File: src/rtl/watch_set_controller.sv
// Watch time-set sequencer: walks hour/min/sec fields, turns up/down buttons into inc/dec pulses, drives blink.
// Build option: define SET_AUTO_REPEAT_EN to compile in hold-to-repeat; otherwise one pulse per press.
module watch_set_controller #(
    parameter int unsigned HOLD_CYCLES    = 50_000_000,
    parameter int unsigned REPEAT_CYCLES  = 10_000_000,
    parameter int unsigned TIMEOUT_CYCLES = 1_000_000_000,
    parameter int unsigned BLINK_HALF     = 25_000_000
) (
    input  logic       clk,
    input  logic       reset,
    input  logic       i_enable,
    input  logic       i_set,
    input  logic       i_up,
    input  logic       i_down,
    output logic       o_setting,
    output logic [1:0] o_field,
    output logic       o_inc,
    output logic       o_dec,
    output logic       o_blink
);

    localparam int unsigned TO_W = $clog2(TIMEOUT_CYCLES + 1);
    localparam int unsigned BL_W = $clog2(BLINK_HALF + 1);

    // Zero-length periods are not a meaningful configuration.
    if (HOLD_CYCLES == 0 || REPEAT_CYCLES == 0 || TIMEOUT_CYCLES == 0 || BLINK_HALF == 0) begin : g_bad_cfg
        $error("watch_set_controller: cycle parameters must be nonzero");
    end

    typedef enum logic [1:0] {
        IDLE     = 2'b00,
        SET_HOUR = 2'b01,
        SET_MIN  = 2'b10,
        SET_SEC  = 2'b11
    } state_t;

    state_t          state_q, state_d;
    logic [TO_W-1:0] act_cnt_q, act_cnt_d;
    logic [BL_W-1:0] blink_cnt_q, blink_cnt_d;
    logic            up_q, dn_q;
    logic            setting_d, inc_d, dec_d, blink_d;
    logic [1:0]      field_d;

    logic single_up, single_dn, up_rise, dn_rise;
    logic in_set, activity, timed_out, pulse_ok, rpt_fire;

    // Both buttons high counts as released, so the survivor re-arms its edge.
    assign single_up = i_up & ~i_down;
    assign single_dn = i_down & ~i_up;
    assign up_rise   = single_up & ~up_q;
    assign dn_rise   = single_dn & ~dn_q;
    assign in_set    = (state_q != IDLE);
    assign activity  = i_set | i_up | i_down;
    assign timed_out = in_set && (act_cnt_q == TO_W'(TIMEOUT_CYCLES));
    assign pulse_ok  = i_enable & in_set & ~i_set;

`ifdef SET_AUTO_REPEAT_EN
    localparam int unsigned HOLD_W = $clog2(HOLD_CYCLES + 1);
    localparam int unsigned REP_W  = $clog2(REPEAT_CYCLES + 1);

    logic [HOLD_W-1:0] hold_cnt_q, hold_cnt_d;
    logic [REP_W-1:0]  rep_cnt_q, rep_cnt_d;

    // hold_cnt runs from the press up to HOLD_CYCLES, then rep_cnt paces the repeats.
    always_comb begin
        hold_cnt_d = hold_cnt_q;
        rep_cnt_d  = rep_cnt_q;
        rpt_fire   = 1'b0;
        if (!i_enable || !in_set || !(single_up || single_dn)) begin
            hold_cnt_d = '0;
            rep_cnt_d  = '0;
        end else if (up_rise || dn_rise || (i_set && hold_cnt_q != '0)) begin
            hold_cnt_d = HOLD_W'(1);
            rep_cnt_d  = '0;
        end else if (hold_cnt_q != '0) begin
            if (hold_cnt_q != HOLD_W'(HOLD_CYCLES)) begin
                hold_cnt_d = hold_cnt_q + HOLD_W'(1);
            end else if (rep_cnt_q == '0 || rep_cnt_q == REP_W'(REPEAT_CYCLES)) begin
                rpt_fire  = 1'b1;
                rep_cnt_d = REP_W'(1);
            end else begin
                rep_cnt_d = rep_cnt_q + REP_W'(1);
            end
        end
    end

    always_ff @(posedge clk or negedge reset) begin
        if (!reset) begin
            hold_cnt_q <= '0;
            rep_cnt_q  <= '0;
        end else begin
            hold_cnt_q <= hold_cnt_d;
            rep_cnt_q  <= rep_cnt_d;
        end
    end
`else
    assign rpt_fire = 1'b0;
`endif

    always_ff @(posedge clk or negedge reset) begin
        if (!reset) begin
            state_q <= IDLE;
        end else begin
            state_q <= state_d;
        end
    end

    // Field sequencing; enable loss and timeout override i_set.
    always_comb begin
        state_d = state_q;
        if (!i_enable || timed_out) begin
            state_d = IDLE;
        end else if (i_set) begin
            case (state_q)
                IDLE:     state_d = SET_HOUR;
                SET_HOUR: state_d = SET_MIN;
                SET_MIN:  state_d = SET_SEC;
                default:  state_d = IDLE;
            endcase
        end
    end

    always_comb begin
        setting_d   = (state_d != IDLE);
        field_d     = 2'(state_d);
        inc_d       = pulse_ok & single_up & (up_rise | rpt_fire);
        dec_d       = pulse_ok & single_dn & (dn_rise | rpt_fire);
        act_cnt_d   = act_cnt_q;
        blink_cnt_d = blink_cnt_q;
        blink_d     = o_blink;

        if (!i_enable || !in_set || activity) begin
            act_cnt_d = '0;
        end else if (act_cnt_q != TO_W'(TIMEOUT_CYCLES)) begin
            act_cnt_d = act_cnt_q + TO_W'(1);
        end

        // Digits stay lit while adjusting and restart their phase on each field change.
        if (!i_enable || state_d == IDLE || state_d != state_q || i_up || i_down) begin
            blink_d     = 1'b1;
            blink_cnt_d = '0;
        end else if (blink_cnt_q == BL_W'(BLINK_HALF - 1)) begin
            blink_d     = ~o_blink;
            blink_cnt_d = '0;
        end else begin
            blink_cnt_d = blink_cnt_q + BL_W'(1);
        end
    end

    always_ff @(posedge clk or negedge reset) begin
        if (!reset) begin
            o_setting   <= 1'b0;
            o_field     <= 2'b00;
            o_inc       <= 1'b0;
            o_dec       <= 1'b0;
            o_blink     <= 1'b1;
            act_cnt_q   <= '0;
            blink_cnt_q <= '0;
            up_q        <= 1'b0;
            dn_q        <= 1'b0;
        end else begin
            o_setting   <= setting_d;
            o_field     <= field_d;
            o_inc       <= inc_d;
            o_dec       <= dec_d;
            o_blink     <= blink_d;
            act_cnt_q   <= act_cnt_d;
            blink_cnt_q <= blink_cnt_d;
            up_q        <= i_enable & single_up;
            dn_q        <= i_enable & single_dn;
        end
    end

endmodule

File: config.mk
export PLATFORM = sky130hd
export DESIGN_NAME = watch_set_controller
export DESIGN_NICKNAME = d
export VERILOG_FILES = /design/src/rtl/watch_set_controller.sv
export SDC_FILE = /design/constraint.sdc
export NUM_CORES = 1
export LEC_CHECK = 0
export CAP_MARGIN = 40
export CORE_MARGIN = 1
export CORE_UTILIZATION = 45
export DETAILED_ROUTE_END_ITERATION = 10
export PLACE_DENSITY = 0.65
export SLEW_MARGIN = 20
export SYNTH_ARGS = -nofsm -noshare
export SYNTH_HDL_FRONTEND = slang
export SYNTH_SLANG_ARGS = --single-unit
export TNS_END_PERCENT = 50
File: constraint.sdc
create_clock -name clk -period 2.4 [get_ports clk]
set_input_delay 0.48 -clock clk [delete_from_list [all_inputs] [get_ports clk]]
set_output_delay 0.48 -clock clk [all_outputs]
set_load 0.01 [all_outputs]
Run 1, cell classes on the final placement:
Scale bar: 20 µm. Fill, decap, tap and diode cells in gray.
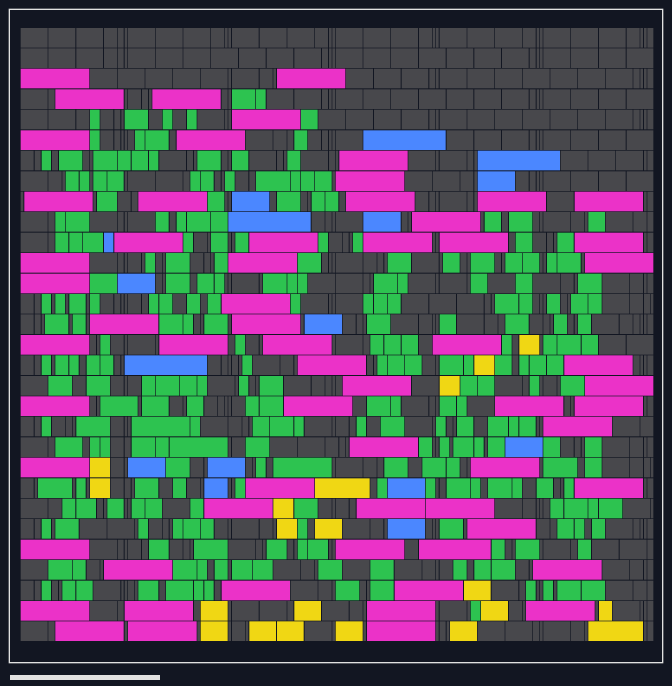
- blue: clock drivers and dummy loads (cells 16; share of their area 7.4%)
- magenta: registers (cells 63; share of their area 43%)
- yellow: remaining buffers and delay cells (cells 20; share of their area 5.4%)
- green: remaining logic cells (cells 255; share of their area 44%)

Run 1, clock network drawn from the DEF:
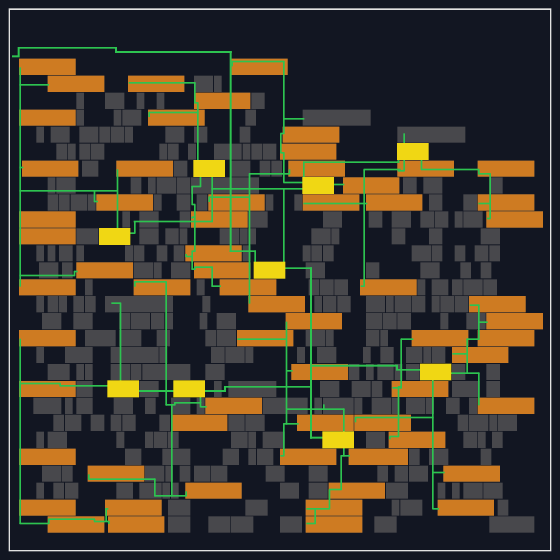
- yellow: clock-net drivers (count 9)
- green: clock wires (length 844 µm)
- orange: flip-flops (count 63)
- flops lie: widely spread
- routed clock nets: 10
clock power share: 0.516
P_clk: 1.24 mW
latest clock arrival within the worst-skew pair: 0.34 ns
clock skew: 0.00607 ns

Run 1, signal wires on met2:
Scale bar: 20 µm.
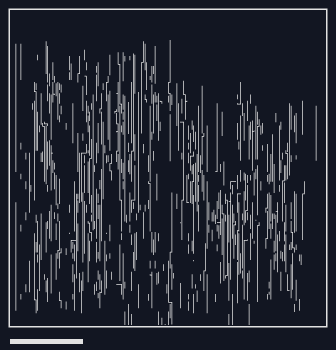
- wire length on this layer: 3080 µm
- share of all routed wire: 51%
final wirelength: 6090 µm
met2 usage: 0.325

Run 1, cell placement:
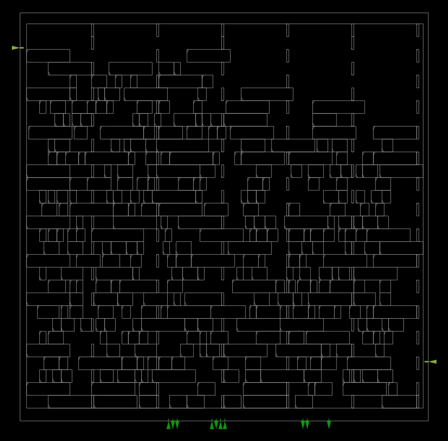
Fill cells: 622
Tapcells: 96

==> reports/metrics.csv, run 1 <==
stage;metric;value;unit
status;outcome;finished, final reports clean;
worst_hold_path;hold_class;input port to async pin;
synthesis;avgSynthCellArea;9.89;µm²
clock_tree;root_buffer;clkbuf_8;
clock_tree;cts.sinks;63;
grt;grt_util_all_layers;0.187;
synthesis;synth_cell_types;40;
pwr;leakage;1.46;nW
sta;layout_min_cycle_time;2.17;ns
synthesis;synth_chip_area;0.00322;mm²
pwr;ir_drop;0.350;mV
sta;drv_slew;0;
pwr;power_density;635;mW/mm²
clock_tree;clkSlewWorstSetupHoldPaths;0.07;ns
sta;fmax;461;MHz
finish;syn_to_final_growth;17.0;%
synthesis;ys_seq_frac;0.489;
clock_tree;post-cts-setup-buffers;0;
finish;fin_nets;359;
routing;drt-wirelength-per-cell;13.5;µm
sta;fin_crit_sh;0.905;
critical_path;worstPathRequired;2.60;ns
synthesis;yosys_cells;326;
sta;tns;0;ns
sta;setup_viol;0;
die;die_h;86.6;µm
critical_path;crit_slowest_cell;or4b_4;
critical_path;arrival;2.38;ns
placed_design;dp_hpwl;4180;µm
synthesis;edf_count;0;
finish;drive_gt1_frac;0.124;
synthesis;yosys_warnings;0;
clock_tree;post_cts_resized;0;
die;dieArea;0.00751;mm²
critical_path;critPathCaptureType;flop;
synthesis;synth-main-ff-cell;dfrtp_1;
clock_tree;cts_tree;built;
routing;first_pass_iters;4;
synthesis;yosys-top-cells-count;dfrtp_1, nor2_1, xnor2_1;
die;fp_util;0.469;
synthesis;syn_inst;326;
clock_tree;max-clock-path-buffers;2;
sta;rsz0062_at_grt;no;
die;num_io_pins;12;
sta;worst_slew_pin_slew;0.603;ns
routing;num_vias;2355;
sta;hold_viol_final;0;
die;core;0.00687;mm²
==> run 1: flip-flops by register name (all words and copies together) (netlist names) <==
name,flops
dn_q,1
blink_cnt_q,25
o_field,2
o_setting,1
o_inc,1
act_cnt_q,30
o_dec,1
up_q,1
o_blink,1
==> run 1: cell type report <==
class | count | area [µm²] | area share
Sequential cell | 63 | 1580 | 0.418
Multi-Input combinational cell | 242 | 1560 | 0.413
Timing Repair Buffer | 20 | 198 | 0.0524
Clock buffer | 11 | 141 | 0.0375
Clock inverter | 5 | 129 | 0.0342
Tap cell | 96 | 120 | 0.0319
Inverter | 13 | 48.8 | 0.0129
==> run 1: metal layers <==
metal | vias to the layer above | track usage | routed length [µm]
met4 | 0 | 0.0667 | 82
met5 | - | 0 | 0
met2 | 15 | 0.325 | 3080
met1 | 1152 | 0.218 | 2770
met3 | 8 | 0.0590 | 151
li1 | 1180 | - | -
==> run 1: report_power, final <==
group,internal [mW],leakage (nW),switching [mW]
clock,0.826,0.134,0.410
combinational,0.0362,0.452,0.0510
sequential,1.07,0.873,0.00440
==> run 1: cells by family after synthesis <==
| logic type | Yosys count | share of synthesized area |
|---|---|---|
| buffers and inverters | 21 | 0.0279 |
| adder cells (fa/ha/maj) | 4 | 0.0155 |
| flip-flops | 63 | 0.489 |
| AND-OR/OR-AND | 17 | 0.0334 |
| multiplexers | 2 | 0.00621 |
| XOR/XNOR | 47 | 0.128 |
| AND/OR/NAND/NOR | 172 | 0.300 |
==> run 1: path summary, 6_finish.rpt <==
path,from,end,slack (ns),cells after the start
max,act_cnt_q[1],blink_cnt_q[8],0.23,7
max reg2reg,act_cnt_q[1],blink_cnt_q[8],0.23,7
min,reset,blink_cnt_q[4],0.14,2
max in group asynchronous,reset,o_blink,1.95,2
min in group clk,up_q,o_inc,0.52,1
min reg2reg,up_q,o_inc,0.52,1
==> run 1: cells in the final DEF, fill, tap and decap left out, types with 4 or more instances in the layout <==
master and instances:
dfrtp_1 62, nor2_1 48, xnor2_1 27, nand3_1 23, xor2_1 20, nand2_1 15
inv_1 13, nand4_1 11, nor3_1 11, nor2_2 10, clkbuf_8 10, clkdlybuf4s50_1 10
nor4_1 9, o21ai_0 7, or3_1 7, a21oi_1 7, buf_4 7, and3_1 6
nor3b_1 5, and4_1 4, and3b_1 4, ha_1 4, bufinv_16 4
==> run 1: worst max-delay path: cells and delay by family, from the launching register on <==
family | cells | cell delay (ns)
buffers and inverters | 1 | 0.06
AND-OR/OR-AND | 1 | 0.37
flip-flops | 1 | 0.38
AND/OR/NAND/NOR | 4 | 1.10
adder cells (fa/ha/maj) | 1 | 0.12
==> run 1: per-stage QoR <==
stage	utilization	instances	area (µm²)
after floorplan	-	326	3220
after global placement	0.510	434	3500
after detailed placement	0.510	434	3500
after CTS	0.549	450	3770
after global routing	0.549	450	3770
final	0.549	450	3770
--- run 2 (diff from run 1) ---
--- a/config.mk
+++ b/config.mk
@@ -7,9 +7,9 @@
 export LEC_CHECK = 0
 export CAP_MARGIN = 40
 export CORE_MARGIN = 1
-export CORE_UTILIZATION = 45
+export CORE_UTILIZATION = 60
 export DETAILED_ROUTE_END_ITERATION = 10
-export PLACE_DENSITY = 0.65
+export PLACE_DENSITY = 0.82
 export SLEW_MARGIN = 20
 export SYNTH_ARGS = -nofsm -noshare
 export SYNTH_HDL_FRONTEND = slang
Run 2, signal wires on met2:
Scale bar: 20 µm.
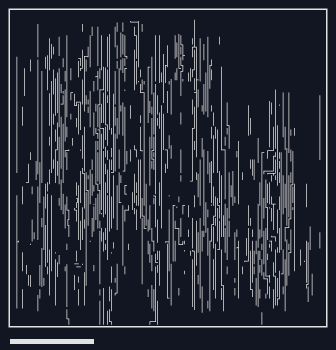
- main direction: vertical
- nets with wire on the layer: 299
- longest straight run: 29.2 µm
- share of all routed wire: 50%

Run 2, power grid:
Pins as bars on the die edge. Tap cells in gray.
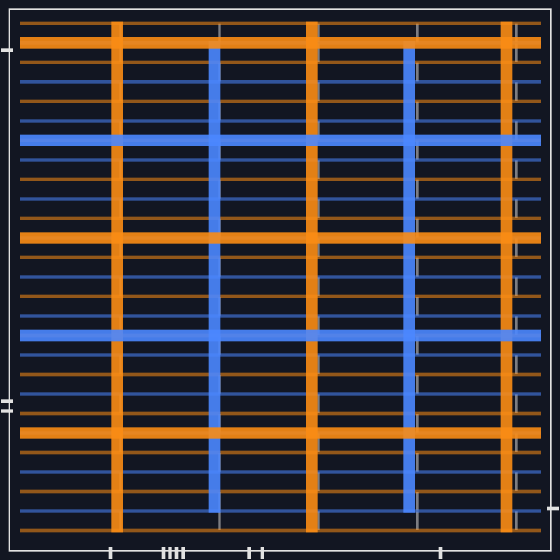
- blue: VDD
- orange: VSS
- met1 rails: 27
- met5 straps: 5
- signal pins: 12
Die Y: 75.3 µm
Core ar.: 0.00514 mm²
Worst IR Drop VDD: 0.555 mV

Run 2, cell placement:
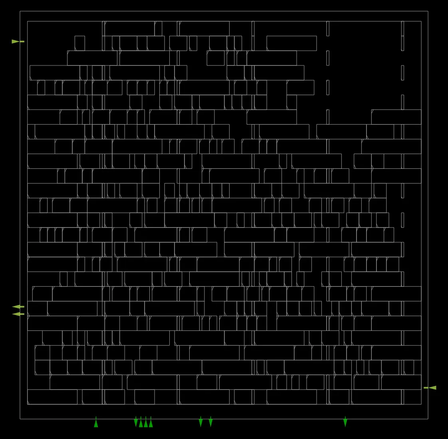
end-of-flow core utilization: 0.718
Tapcells: 70

==> reports/metrics.csv, run 2 <==
stage;metric;value;unit;change
status;outcome;finished, final reports clean;;unchanged
synthesis;simple_gate_share;0.300;;unchanged
synthesis;yosys-top-cells-count;dfrtp_1, nor2_1, xnor2_1;;unchanged
synthesis;yosys_cells;326;;unchanged
routing;finalWirelength;6360;µm;was 6090 µm
clock_tree;max-clock-path-buffers;2;;unchanged
synthesis;synth_xor_xnor_area_share;0.128;;unchanged
sta;fmax;439;MHz;was 461 MHz
sta;worst_slew_pin_slew;0.703;ns;was 0.603 ns
synthesis;edf_count;0;;unchanged
synthesis;ys_seq_frac;0.489;;unchanged
critical_path;worstPathRequired;2.68;ns;was 2.60 ns
finish;layout_top_cells;dfrtp_1, nor2_1, xnor2_1;;unchanged
synthesis;synthMuxAreaShare;0.00621;;unchanged
sta;layout_min_cycle_time;2.28;ns;was 2.17 ns
routing;num_vias;2432;;was 2355
clock_tree;cts.sinks;63;;unchanged
synthesis;synth_cell_types;40;;unchanged
pwr;power_density;565;mW/mm²;was 635 mW/mm²
clock_tree;cts_tree;built;;unchanged
sta;skew;0.0121;ns;was 0.00607 ns
worst_hold_path;hold_class;input port to async pin;;unchanged
sta;hold_viol_final;0;;unchanged
clock_tree;root_buffer;clkbuf_8;;unchanged
synthesis;avgSynthCellArea;9.89;µm²;unchanged
clock_tree;post-cts-setup-buffers;0;;unchanged
synthesis;synth.cellmix.adderShare;0.0155;;unchanged
clock_tree;post_cts_resized;0;;unchanged
clock_tree;clock_latency;0.34;ns;about the same
synthesis;synth_chip_area;0.00322;mm²;unchanged
sta;setup_viol;0;;unchanged
routing;drt-wirelength-per-cell;14.9;µm;was 13.5 µm
placed_design;dp_hpwl;4290;µm;was 4180 µm
synthesis;synth-main-ff-cell;dfrtp_1;;unchanged
finish;largest_register_ffs;30;;unchanged
finish;fillers;389;;was 622
finish;seq_area;0.00158;mm²;unchanged
synthesis;yosys_warnings;0;;unchanged
sta;tns;0;ns;unchanged
critical_path;critPathCaptureType;flop;;unchanged
finish;comb_area;0.00156;mm²;unchanged
routing;first_pass_iters;4;;unchanged
critical_path;arrival;2.55;ns;was 2.38 ns
grt;grt_util_all_layers;0.261;;was 0.187
synthesis;syn_inst;326;;unchanged
die;num_io_pins;12;;unchanged
finish;fin_nets;362;;was 359
die;dieArea;0.00567;mm²;was 0.00751 mm²
synthesis;compound_area_frac;0.0334;;unchanged
finish;syn_to_final_growth;14.5;%;was 17.0%
job;tool_warnings;27;;unchanged
pwr;leakage;1.45;nW;was 1.46 nW
sta;rsz0062_at_grt;no;;unchanged
sta;drv_slew;0;;unchanged
finish;layout_top_cell;dfrtp_1;;unchanged
[run 2: netlist changes by cell type in the layout (fill, tap and decap cells not counted)]
cell,before,now
buf_4,7,10
bufinv_16,4,1
clkinv_2,0,3
clkbuf_8,10,11
clkinv_4,1,0
[run 2: final timing paths]
check                             start              end  slack (ns)  cells after the start
max in group asynchronous         reset  blink_cnt_q[12]        1.67                      2
max                        act_cnt_q[0]          o_blink        0.12                      8
min in group clk                   up_q            o_inc        0.51                      1
min reg2reg                        up_q            o_inc        0.51                      1
min                               reset   blink_cnt_q[0]        0.13                      1
max reg2reg                act_cnt_q[0]          o_blink        0.12                      8
[run 2: critical path: stages (launching register included)]
cell	delay (ns)
dfrtp_1	0.39
inv_1	0.08
ha_1	0.14
or4b_4	0.47
nor4_4	0.33
nand4_4	0.15
buf_4	0.20
o21ai_2	0.30
nand2b_1	0.17
[run 2: layer usage]
metal  GRT usage  up-vias  wire length, µm
met5           0        -                0
met4       0.132        0              146
met3      0.0741       14              240
met2       0.427       52             3190
met1       0.320     1189             2790
li1            -     1177                -
[run 2: cell families after synthesis]
logic type               after synthesis
AND/OR/NAND/NOR                      172
flip-flops                            63
XOR/XNOR                              47
buffers and inverters                 21
AND-OR/OR-AND                         17
adder cells (fa/ha/maj)                4
multiplexers                           2
[run 2: cell type report]
cell class | count | share of cell area
clock buffer | 12 | 0.0420
sequential | 63 | 0.427
inverter | 13 | 0.0132
multi-input combinational | 242 | 0.422
tap | 70 | 0.0237
clock inverter | 4 | 0.0122
timing repair buffer | 23 | 0.0597
[run 2: metrics by stage]
stage	instances	setup slack (ns)	power [mW]	instance area [µm²]	hold slack, ns
floorplan	326	0.194	1.13	3220	0.184
global placement	410	0.134	1.18	3470	0.492
detailed placement	410	0.0844	1.18	3470	0.499
CTS	426	0.0463	2.11	3670	0.131
global route	427	0.0217	2.17	3690	0.152
finish	427	0.124	2.09	3690	0.130
[run 2: where the power goes]
part | total [mW] | switching, mW | internal (mW)
Sequential | 1.07 | 0.00538 | 1.07
Clock | 0.924 | 0.393 | 0.531
Combinational | 0.0887 | 0.0524 | 0.0363
Total | 2.09 | 0.450 | 1.64
No activity file was given, so power comes from the tool's default toggle rates.
